[config.mk]
export PLATFORM = sky130hd
export DESIGN_NAME = gol_generation_scheduler
export DESIGN_NICKNAME = d
export VERILOG_FILES = /design/src/rtl/gol_generation_scheduler.sv
export SDC_FILE = /design/constraint.sdc
export NUM_CORES = 1
export LEC_CHECK = 0
export CAP_MARGIN = 30
export CORE_MARGIN = 3
export CORE_UTILIZATION = 50
export DETAILED_ROUTE_END_ITERATION = 6
export HOLD_SLACK_MARGIN = 0.15
export PLACE_DENSITY = 0.81
export SETUP_SLACK_MARGIN = 0.15
export SLEW_MARGIN = 20
export SYNTH_ARGS = -nofsm -noshare
export SYNTH_HDL_FRONTEND = slang
export SYNTH_SLANG_ARGS = --single-unit
[constraint.sdc]
create_clock -name clka -period 2.36 [get_ports clka]
set_input_delay 0.472 -clock clka [delete_from_list [all_inputs] [get_ports clka]]
set_output_delay 0.472 -clock clka [all_outputs]
set_load 0.03 [all_outputs]
[src/rtl/gol_generation_scheduler.sv]
// Game of Life generation sequencer for a double-banked 8x16 toroidal cell RAM.
// Sweeps every cell (self + 8 neighbours), writes the shadow bank, swaps banks, and arbitrates the RAM write port.
//
// state   | meaning
// --------+-------------------------------------------------------------
// S_IDLE  | waiting for a RUN-mode tick; program-mode writes pass through
// S_READ  | 9 cycles, k=0..8: issue self/neighbour reads, capture read k-1
// S_LAST  | capture the final (SE) neighbour read
// S_WRITE | write next state of cell_idx into the shadow bank
// S_SWAP  | flip cur_bank, bump gen_count, pulse gen_done
module gol_generation_scheduler #(
    parameter int ROWS = 8,
    parameter int COLS = 16,
    parameter int CNTW = 16,
    localparam int NCELL = ROWS * COLS,
    localparam int IDXW  = $clog2(NCELL)
) (
    input  logic            clka,
    input  logic            rst,
    input  logic [1:0]      game_state,
    input  logic            gen_tick,
    input  logic            prgm_we,
    input  logic [IDXW-1:0] prgm_idx,
    input  logic            prgm_val,
    output logic [IDXW:0]   mem_raddr,
    input  logic            mem_rdata,
    output logic            mem_we,
    output logic [IDXW:0]   mem_waddr,
    output logic            mem_wdata,
    output logic            cur_bank,
    output logic [IDXW-1:0] cell_idx,
    output logic            busy,
    output logic            gen_done,
    output logic [CNTW-1:0] gen_count
);

    localparam int RW = $clog2(ROWS);
    localparam int CW = $clog2(COLS);

    localparam logic [1:0] GS_IDLE    = 2'b00;
    localparam logic [1:0] GS_PROGRAM = 2'b01;
    localparam logic [1:0] GS_RUN     = 2'b10;

    typedef enum logic [2:0] {
        S_IDLE,
        S_READ,
        S_LAST,
        S_WRITE,
        S_SWAP
    } state_t;

    state_t state, state_nxt;

    logic [3:0] k;
    logic [3:0] nbr_cnt;
    logic       self_q;
    logic       start;
    logic       abort;

    // Grid dimensions are powers of two, so row/col are plain slices of the index.
    logic [RW-1:0] row, row_up, row_dn, nrow;
    logic [CW-1:0] col, col_lf, col_rt, ncol;

    always_comb begin
        row    = cell_idx[IDXW-1:CW];
        col    = cell_idx[CW-1:0];
        row_up = (row == '0) ? RW'(ROWS - 1) : row - RW'(1);
        row_dn = (row == RW'(ROWS - 1)) ? '0 : row + RW'(1);
        col_lf = (col == '0) ? CW'(COLS - 1) : col - CW'(1);
        col_rt = (col == CW'(COLS - 1)) ? '0 : col + CW'(1);

        case (k)
            4'd1, 4'd2, 4'd3: nrow = row_up;
            4'd6, 4'd7, 4'd8: nrow = row_dn;
            default:          nrow = row;
        endcase

        case (k)
            4'd1, 4'd4, 4'd6: ncol = col_lf;
            4'd3, 4'd5, 4'd8: ncol = col_rt;
            default:          ncol = col;
        endcase
    end

    assign start = (state == S_IDLE) && (game_state == GS_RUN) && gen_tick;
    assign abort = (state != S_IDLE) && (game_state == GS_IDLE);

    always_comb begin
        state_nxt = state;
        case (state)
            S_IDLE:  if (start) state_nxt = S_READ;
            S_READ:  if (k == 4'd8) state_nxt = S_LAST;
            S_LAST:  state_nxt = S_WRITE;
            S_WRITE: state_nxt = (cell_idx == IDXW'(NCELL - 1)) ? S_SWAP : S_READ;
            S_SWAP:  state_nxt = S_IDLE;
            default: state_nxt = S_IDLE;
        endcase
        if (abort) state_nxt = S_IDLE;
    end

    always_comb begin
        busy      = (state != S_IDLE);
        gen_done  = (state == S_SWAP) && !abort;
        mem_raddr = (state == S_READ) ? {cur_bank, nrow, ncol} : {cur_bank, cell_idx};
        mem_we    = 1'b0;
        mem_waddr = {cur_bank, prgm_idx};
        mem_wdata = prgm_val;
        if (state == S_WRITE) begin
            mem_we    = 1'b1;
            mem_waddr = {~cur_bank, cell_idx};
            mem_wdata = (nbr_cnt == 4'd3) || (self_q && (nbr_cnt == 4'd2));
        end else if (!busy && (game_state == GS_PROGRAM)) begin
            mem_we = prgm_we;
        end
    end

    always_ff @(posedge clka) begin
        if (rst) begin
            state     <= S_IDLE;
            cur_bank  <= 1'b0;
            cell_idx  <= '0;
            gen_count <= '0;
            k         <= '0;
            nbr_cnt   <= '0;
            self_q    <= 1'b0;
        end else begin
            state <= state_nxt;
            case (state)
                S_IDLE: begin
                    if (start) begin
                        cell_idx <= '0;
                        k        <= '0;
                        nbr_cnt  <= '0;
                    end
                end
                S_READ: begin
                    // Read data lags the address by one cycle, so cycle k captures read k-1.
                    if (k == 4'd1)
                        self_q <= mem_rdata;
                    else if (k != 4'd0)
                        nbr_cnt <= nbr_cnt + {3'b000, mem_rdata};
                    k <= k + 4'd1;
                end
                S_LAST: begin
                    nbr_cnt <= nbr_cnt + {3'b000, mem_rdata};
                end
                S_WRITE: begin
                    nbr_cnt <= '0;
                    k       <= '0;
                    if (cell_idx != IDXW'(NCELL - 1))
                        cell_idx <= cell_idx + IDXW'(1);
                end
                S_SWAP: begin
                    if (!abort) begin
                        cur_bank  <= ~cur_bank;
                        gen_count <= gen_count + CNTW'(1);
                    end
                end
                default: ;
            endcase
        end
    end

endmodule

Metal 2:
Cells faint in the background.
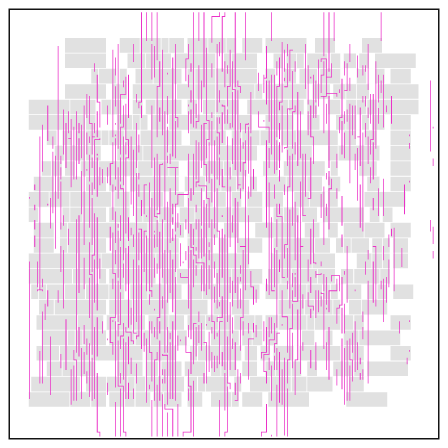
The longest straight run is 33.8 um. 377 nets have wire on it. The layer carries 3820 um of wire. The wires run mostly vertical.
grt met2 use: 44.9%
Routed WL: 7820 um

Routed clock nets over the placement:
Bar = 20 um.
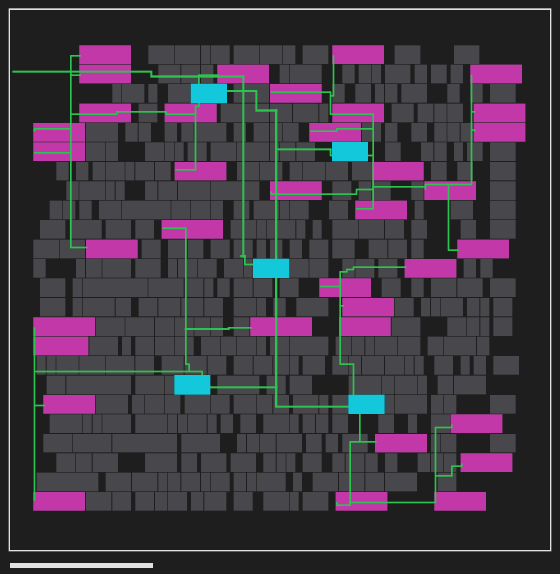
Cyan shows clock-net drivers, count 5. Green shows clock wires, length 515 um. Magenta shows flip-flops, count 36.
There are 6 routed clock nets.
Clock power frac: 26.0%
Clk power: 0.000451 W
Late-Pin Clk Latency: 0.30 ns

Signal wires by layer:
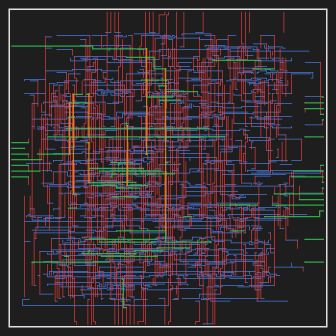
Red shows M2, wire length 3820 um. Green shows M3, wire length 521 um. Orange shows M4, wire length 134 um. Blue shows M1, wire length 3340 um.
gr usage total: 27.3%
routed len/inst: 16.9 um
vias: 2753

Met3 routing:
Bar = 20 um. Cells faint in the background.
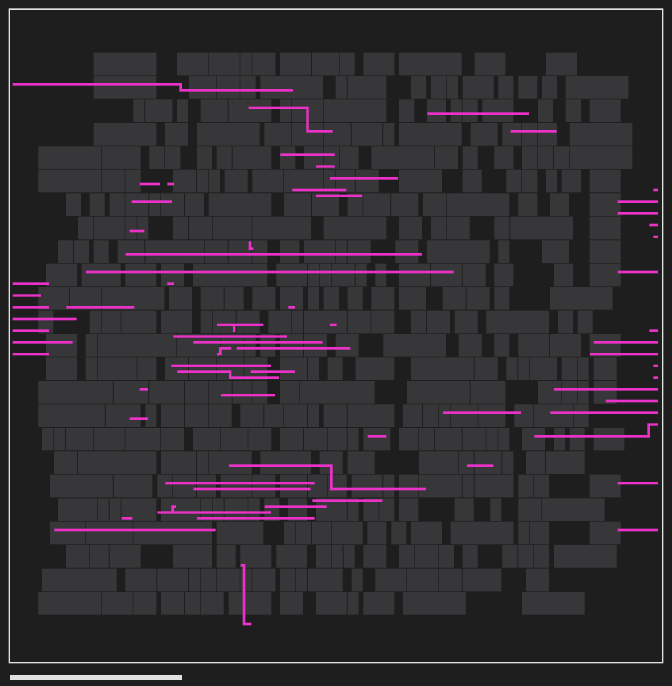
The wires run mostly horizontal. The layer holds 6.7% of the routed length.
met3 usage: 5.28%

## report_power, final
group	leakage [nW]	total, W	internal [W]	switching [W]
clock network	0.0479	0.000451	0.000206	0.000245
logic	1.10	0.000651	0.000293	0.000358
registers	0.293	0.000634	0.000622	0.0000124
total	1.45	0.00174	0.00112	0.000616
## metrics by stage
| step | std cells | setup TNS, ns | worst slack (ns) | power (W) |
|---|---|---|---|---|
| floorplan | 311 | 0 | 0.180 | 0.000968 |
| global placement | 446 | -0.279 | -0.216 | 0.00117 |
| detailed placement | 446 | -0.431 | -0.316 | 0.00119 |
| CTS | 459 | -0.400 | -0.114 | 0.00169 |
| global route | 463 | -0.913 | -0.195 | 0.00181 |
| finish | 463 | -0.460 | -0.143 | 0.00174 |
==> qor.txt <==
FF-to-FF End = gen_count[14]$_SDFFE_PP0P_
failing checks = negative setup slack
Simple Share, Synth = 30.2%
Post-CTS Resized = 45
Buf/Inv on CP = 3
fmax = 399 MHz
Synth top cell by count = dfxtp_1
nets = 438
Placed Instance Area = 3290 um^2
Final non-clock buffer share = 26.2%
Crit path required time = 1.89 ns
# H-tree levels = 2
fin area = 3600 um^2
Max-area cell share = 29.8%
Final ANT Viol Nets = 0
grt met1 use = 35.7%
CP most frequent cell = buf_6
max-cap violations = 0
Post-Synth AOI/OAI Area = 21.4%
largest delay contributor family on the critical path = simple AND/OR/NAND/NOR gates
area grow syn2layout = 48.6%
Synth Flop Type = dfxtp_1
relative slew slack = 67.8%
leading area contributor after synthesis = dfxtp_1
max reg flops = 16
count of library flops with an enable pin = 0
Die X = 75.6 um
MUX area fraction = 2.07%
biggest regs = gen_count (16), cell_idx (7)
clock buffer depth = 2
XOR/XNOR share of the synthesized area = 3.62%
crit path cell chain = buf_6 > ha_4 > mux2i_2 > o21ai_2 > buf_4 > or4b_1 > nand4_1 > buf_6
root buffer cell = clkbuf_8
n_diodes = 0
Well Taps = 52
Worst-path clk slew = 0.08 ns
drt pass-1 iters = 4
Non-clk bufs = 108
CP max stage cell = or4b_1
# clock sinks = 36
GRT overflow = 0
DR top layer = met4
Mean Syn Cell Area = 7.79 um^2
reg2reg start = gen_count[0]$_SDFFE_PP0P_
#FFs+latches synth = 36
initial antenna violation count = 0
CP Max Fanout = 4
Worst Skew = 0.00760 ns
HP Start = nbr_cnt[3]$_SDFFE_PP0P_
largest net degree at the start of global routing = 24
Comb gate area = 1700 um^2
worst reg2reg path depth = 5
logic share of the area = 47.2%
crit path from = k[1]$_SDFFE_PP0P_
Most flops, register = gen_count
largest class = multi-input combinational cells
worst setup path class = flip-flop to output port
Mapped Nets = 339
fraction of area in registers = 20.4%
crit path time final = 2.50 ns
Post-Route M1 WL = 3340 um
GP Congestion = 0.940
Clock-cell share = 2.43%
FFs w/ async S/R, synth = 0%
Post-synth top cells = dfxtp_1, a21oi_1, nand2_1, o21ai_0, nor2_1
drt drc = 0
metal3 WL = 520 um
Adder Area Share = 6.71%
GRT busiest layer = met2
count of multi-input gates = 241
Worst R2R Setup Slack = 0.31 ns
yosys cell count = 311
Tightest Hold Check Type = flip-flop to flip-flop
Largest stage delay, worst path = 0.43 ns
Post CTS Setup Buffer Count = 5
PortBufs = 58
Leak Pwr = 1.45 nW
floorplan row count = 24
top cells, area = dfxtp_1, ha_1, a21oi_1
final tally of hold violations = 0
Final Setup Violations = 6
vias per cell = 5.95
chip height = 75.6 um
WL met2 = 3820 um
OpenROAD warnings = 34
flip-flops = 36
TritonCTS Buffers = 5
Final period util = 106%
number of global-route vias before repair = 2510
Worst EP arrival = 2.03 ns
status = finished, violations left
chip area = 5720 um^2
Seq share, synth = 29.8%
first-pass GRT wire length = 11900 um
Worst Hold Path EP = nbr_cnt[3]$_SDFFE_PP0P_
Max VDD drop = 0.440 mV
post-synthesis cell count = 311
CP Launch Type = flip-flop
Core Region = 4500 um^2
Dominant comb cell = simple AND/OR/NAND/NOR gates
register area = 733 um^2
count of cell types in the netlist = 54
final worst setup slack = -0.143 ns
P per Cell Area = 483 nW/um^2
max-slew violations = 0
TritonCTS clock tree = done
most frequent cells in the layout = buf_4, clkdlybuf4s50_1, dfxtp_1
layout filler cell count = 318
worst slew pin tran = 0.483 ns
Worst Hold Slack = 0.486 ns
DR iter-0 viols = 201
FP Util = 53.8%
Worst path depth = 8
Worst Hold Path Cells = 2
dpl hpwl = 5420 um
Post-Syn Area = 2420 um^2
Synth Warn # = 0
CLK BUF = 5
chip area line of the yosys report = 2420 um^2
num ports = 59
post-route core utilization = 79.9%
most common cell after layout, fill and taps aside = buf_4
Inverters, non-clock = 18
CTS Hold Buffers Added = 0
crit path to = mem_raddr[3]
CP Capture Type = output port
Power figures rest on the tool's default switching activity, not on a simulated workload.
